--- config.mk ---
export PLATFORM = sky130hd
export DESIGN_NAME = mux3_1_checked
export DESIGN_NICKNAME = d
export VERILOG_FILES = /design/src/rtl/mux3_1_checked.sv
export SDC_FILE = /design/constraint.sdc
export NUM_CORES = 1
export LEC_CHECK = 0
export ABC_AREA = 1
export CORE_MARGIN = 1
export CORE_UTILIZATION = 30
export CTS_CLUSTER_DIAMETER = 40
export DETAILED_ROUTE_END_ITERATION = 10
export PLACE_DENSITY = 0.6
export SLEW_MARGIN = 20
export SYNTH_ARGS = -nofsm -noshare
export SYNTH_HDL_FRONTEND = slang
export SYNTH_SLANG_ARGS = --single-unit
--- constraint.sdc ---
create_clock -name clk -period 1.4 [get_ports clk]
set_clock_uncertainty 0.1 [all_clocks]
set_input_delay 0.14 -clock clk [delete_from_list [all_inputs] [get_ports clk]]
set_output_delay 0.14 -clock clk [all_outputs]
set_load 0.005 [all_outputs]
--- src/rtl/mux3_1_checked.sv ---
// rtl/mux3_1_checked.sv - registered 3:1 selector with dual-path consistency check
// Path A (assign) drives Y; path B (procedural case) only feeds the comparator.
module mux3_1_checked #(
  parameter int WIDTH = 1,
  parameter int CNT_W = 8,
  parameter logic [WIDTH-1:0] FAULT_MASK = '0
) (
  input  logic             clk,
  input  logic             rst,
  input  logic [WIDTH-1:0] D0,
  input  logic [WIDTH-1:0] D1,
  input  logic [WIDTH-1:0] D2,
  input  logic             S0,
  input  logic             S1,
  input  logic             in_valid,
  input  logic             clr_err,
  output logic [WIDTH-1:0] Y,
  output logic             out_valid,
  output logic             mismatch,
  output logic [CNT_W-1:0] mismatch_count
);

  logic [WIDTH-1:0] path_a;
  logic [WIDTH-1:0] path_b;
  logic             disagree;

  assign path_a = S1 ? D2 : (S0 ? D1 : D0);

  // FAULT_MASK is zero in normal use; a nonzero mask corrupts path B to exercise the checker.
  always_comb begin
    path_b = D0;
    case ({S1, S0})
      2'b00:   path_b = D0;
      2'b01:   path_b = D1;
      2'b10:   path_b = D2;
      2'b11:   path_b = D2;
      default: path_b = D0;
    endcase
    path_b = path_b ^ FAULT_MASK;
  end

  assign disagree = (path_a != path_b);

  always_ff @(posedge clk or posedge rst) begin
    if (rst) begin
      Y         <= '0;
      out_valid <= 1'b0;
    end else begin
      out_valid <= in_valid;
      if (in_valid) Y <= path_a;
    end
  end

  // clr_err wins over a same-cycle disagreement.
  always_ff @(posedge clk or posedge rst) begin
    if (rst) begin
      mismatch       <= 1'b0;
      mismatch_count <= '0;
    end else if (clr_err) begin
      mismatch       <= 1'b0;
      mismatch_count <= '0;
    end else if (in_valid && disagree) begin
      mismatch <= 1'b1;
      if (mismatch_count != {CNT_W{1'b1}}) mismatch_count <= mismatch_count + CNT_W'(1);
    end
  end

endmodule

### Placed cells, one color a class, run 1

Fill, decap, tap and diode cells in gray.
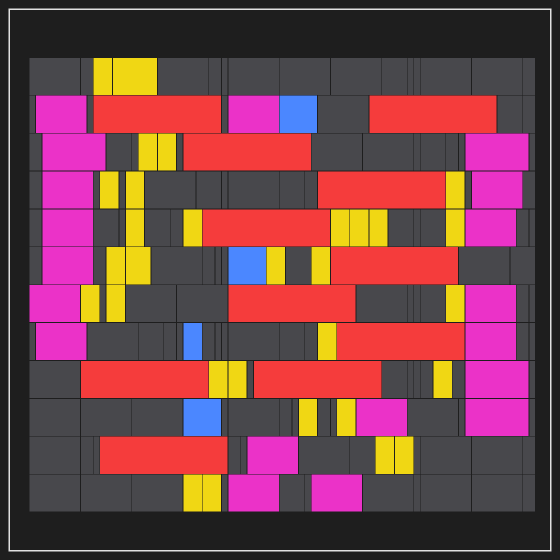
Red marks sequential cells, cells 11. Magenta marks remaining buffers and delay cells, cells 19. Blue marks clock drivers and dummy loads, cells 4. Yellow marks combinational and other logic, cells 30.

### Port wiring, run 1

Scale bar: 10 µm.
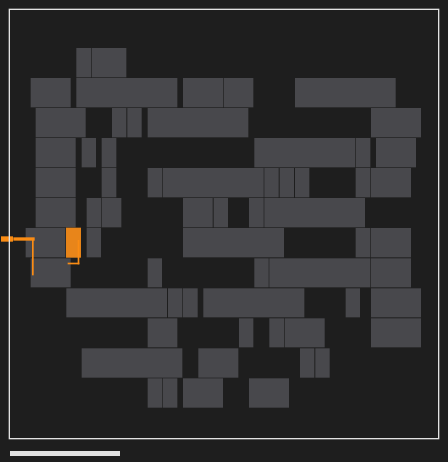
Orange marks D1, direction input, edge west, end cells 1, buffers 1, wire 7.80 µm.
I/O pins: 20
Port Buffers: 19

### Clock wires, drivers and flops, run 1

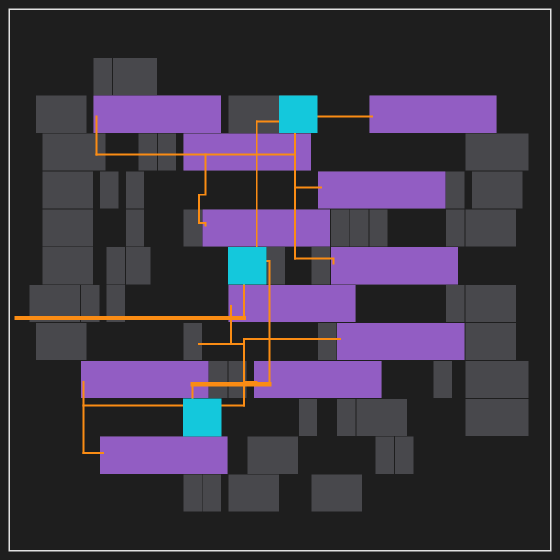
Orange marks clock wires, length 131 µm. Cyan marks clock drivers, count 3. Purple marks flip-flops, count 11.
There are 4 routed clock nets.

### The metal 1 layer, run 1

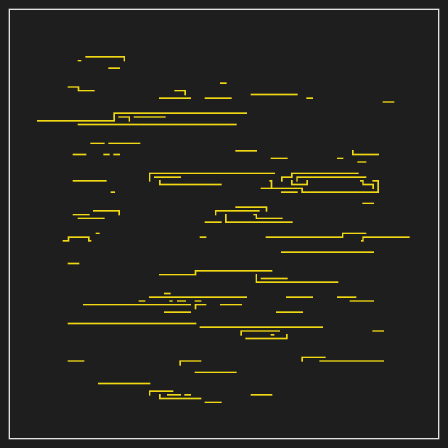
The layer holds 44% of the routed length. 56 nets have wire on it.
met1 Use GR: 16.2%
total number of vias: 303

==> results_slide.txt, run 1 <==
Key Metrics from the Run

Run status
  – Status: complete, no violations

Power
  – Share of power burned in registers: 55.8%
  – Sw Share: 20.4%
  – Peak VDD IR: 0.473 mV

Worst setup path
  – WP data arrival: 1.11 ns
  – CP startpoint kind: register
  – Crit path to: mismatch_count[7]
  – RR Endpoint: mismatch_count[0]

Finish
  – Final std cells w/o fill: 78
  – Seq cells: 11
  – Largest cell class by area: sequential cells
  – Util after Layout: 53.8%
  – Comb area share: 10.4%
  – Comb area: 66.3 µm²
  – Fraction of layout cells with a size suffix above 1: 6.25%
  – Storage element area: 275 µm²
  – # diodes: 0

Clocking
  – Cts bufs inserted: 3
  – CTS HTree Levels: 1
  – Clk buf depth: 2
  – # hold bufs at CTS: 0

Routing
  – Max Used Layer: met3
  – Antenna-violating nets left: 0
  – Drt total wl: 671 µm
  – Residual DRC: 0

STA
  – Fin Setup TNS: 0 ns

Placement
  – Dpl hpwl: 522 µm
  – Place WS: 0.251 ns
  – DP Area: 602 µm²

Global routing
  – Busiest layer in global routing: met2
  – Vias in the first global route: 277
  – Global route overflow: 0

Logic synthesis
  – XORs/XNORs by Area: 0%
  – Yosys simple share: 14.2%
  – Adders+Majority by Area: 0%

Floorplan
  – DIE WIDTH: 38.8 µm
  – Die height: 38.8 µm
run 1: cell families (layout without fill, tap and decap cells):
group                  Yosys count  in the layout
AOI/OAI and AO/OA                1              1
and+or+nand+nor                 15             15
buffers and inverters           15             37
DFF                             11             11
run 1: Yosys cell counts:
| library cell | count | area share [%] |
|---|---|---|
| nand2_1 | 5 | 4.6 |
| nand3_1 | 1 | 1.2 |
| buf_6 | 1 | 2.8 |
| a21oi_2 | 1 | 2.2 |
| dfrtp_1 | 11 | 68 |
| inv_1 | 14 | 13 |
| nor2_1 | 9 | 8.3 |
run 1: power by group through the flow:
stage	sequential [mW]	combinational, mW	clock (mW)
final	0.325	0.0510	0.206
after global routing	0.325	0.0582	0.243
after detailed placement	0.330	0.0533	0
after CTS	0.325	0.0533	0.219
after floorplan	0.331	0.0195	0
after global placement	0.331	0.0531	0
==> run 1 -> run 2 <==
- ABC_AREA: 1 -> not set
- CORE_AREA: not set -> 2 2 39 41
- CORE_MARGIN: 1 -> not set
- CORE_UTILIZATION: 30 -> not set
- DIE_AREA: not set -> 0 0 41 43
- PLACE_DENSITY: 0.6 -> 0.58
### Clock wires, drivers and flops, run 2

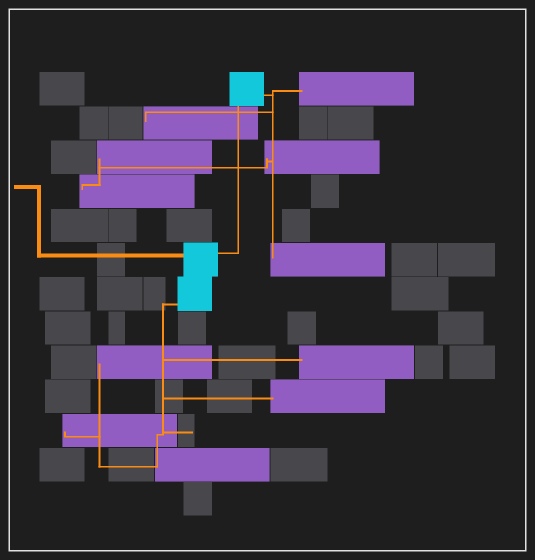
Cyan marks clock drivers, count 3. Purple marks flip-flops, count 11. Orange marks clock wires, length 136 µm.
There are 4 routed clock nets.
worst skew pair latency: 0.26 ns
P_clk: 0.211 mW
clock network power share: 36.0%

### Placed cells, one color a class, run 2

Fill, decap, tap and diode cells in gray.
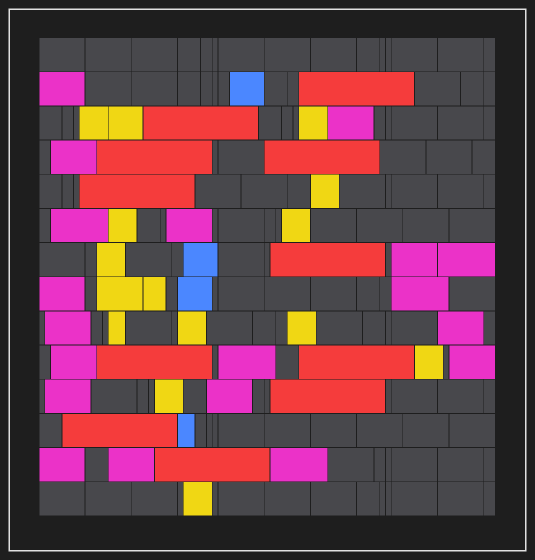
Blue marks clock drivers and dummy loads, cells 4. Red marks sequential cells, cells 11. Yellow marks combinational and other logic, cells 15. Magenta marks remaining buffers and delay cells, cells 19.

==> results_slide.txt, run 2 <==
Key Metrics from the Run

Run status
  – Status: complete, no violations (unchanged)

Floorplan
  – I/O pins: 20 (unchanged)
  – Die height: 43 µm (was 38.8 µm)

STA
  – Fin Setup TNS: 0 ns (unchanged)

Worst setup path
  – WP data arrival: 1.12 ns (was 1.11 ns)
  – Crit path to: mismatch_count[1] (was mismatch_count[7])
  – CP startpoint kind: register (unchanged)

Logic synthesis
  – Top-count cell post-synth: dfrtp_1 (was inv_1)
  – Synth cell count leaders: 11 x dfrtp_1, 9 x nor2b_1, 2 x nand2b_1 (was 14 x inv_1, 11 x dfrtp_1, 9 x nor2_1)
  – EDFF count, synth: 0 (unchanged)
  – Top cells by area: dfrtp_1 74%, nor2b_1 15%, nand2b_1 3.4% (was dfrtp_1 68%, inv_1 13%, nor2_1 8.3%)

Power
  – Peak VDD IR: 0.480 mV (was 0.473 mV)
  – Top Consumer: registers (unchanged)
  – Sw Share: 21.0% (was 20.4%)
  – Share of power burned in registers: 55.3% (was 55.8%)
  – Combinational gate power: 0.0511 mW (was 0.0510 mW)

Routing
  – Total number of vias: 273 (was 303)
  – Drt total wl: 816 µm (was 671 µm)

Finish
  – Storage element area: 275 µm² (unchanged)
  – Comb area share: 14.7% (was 10.4%)
  – Comb area: 91.3 µm² (was 66.3 µm²)
  – Largest cell class by area: sequential cells (unchanged)
  – # diodes: 0 (unchanged)
  – Fraction of layout cells with a size suffix above 1: 6.12% (was 6.25%)
  – Final std cells w/o fill: 65 (was 78)
  – Util after Layout: 44.8% (was 53.8%)

Placement
  – Port Buffers: 19 (unchanged)
  – Place WS: 0.218 ns (was 0.251 ns)

Clocking
  – Cts bufs inserted: 3 (unchanged)
  – # hold bufs at CTS: 0 (unchanged)
  – CTS HTree Levels: 1 (unchanged)

Global routing
  – Global route overflow: 0 (unchanged)
  – Vias in the first global route: 312 (was 277)
## run 2: cells by family after synthesis
family	share of synthesized area, %
compound gates	2.03
buf+inv	1.01
flops	74.3
mux	2.70
simple gates	19.9
## run 2: routing by layer
| metal | vias to the layer above | routed length, µm | GRT usage, % |
|---|---|---|---|
| met2 | 16 | 413 | 16.9 |
| met1 | 125 | 320 | 14.9 |
| met4 | 0 | 5 | 8.00 |
| met5 | - | 0 | 0 |
| met3 | 2 | 76 | 4.19 |
| li1 | 130 | - | - |
## run 2: repair_timing
action / CTS / global route
resized: 0 / 5
endpoints found under the setup margin: 0 / 5
setup buffers: 0 / 0
Power figures rest on the tool's default switching activity, not on a simulated workload.
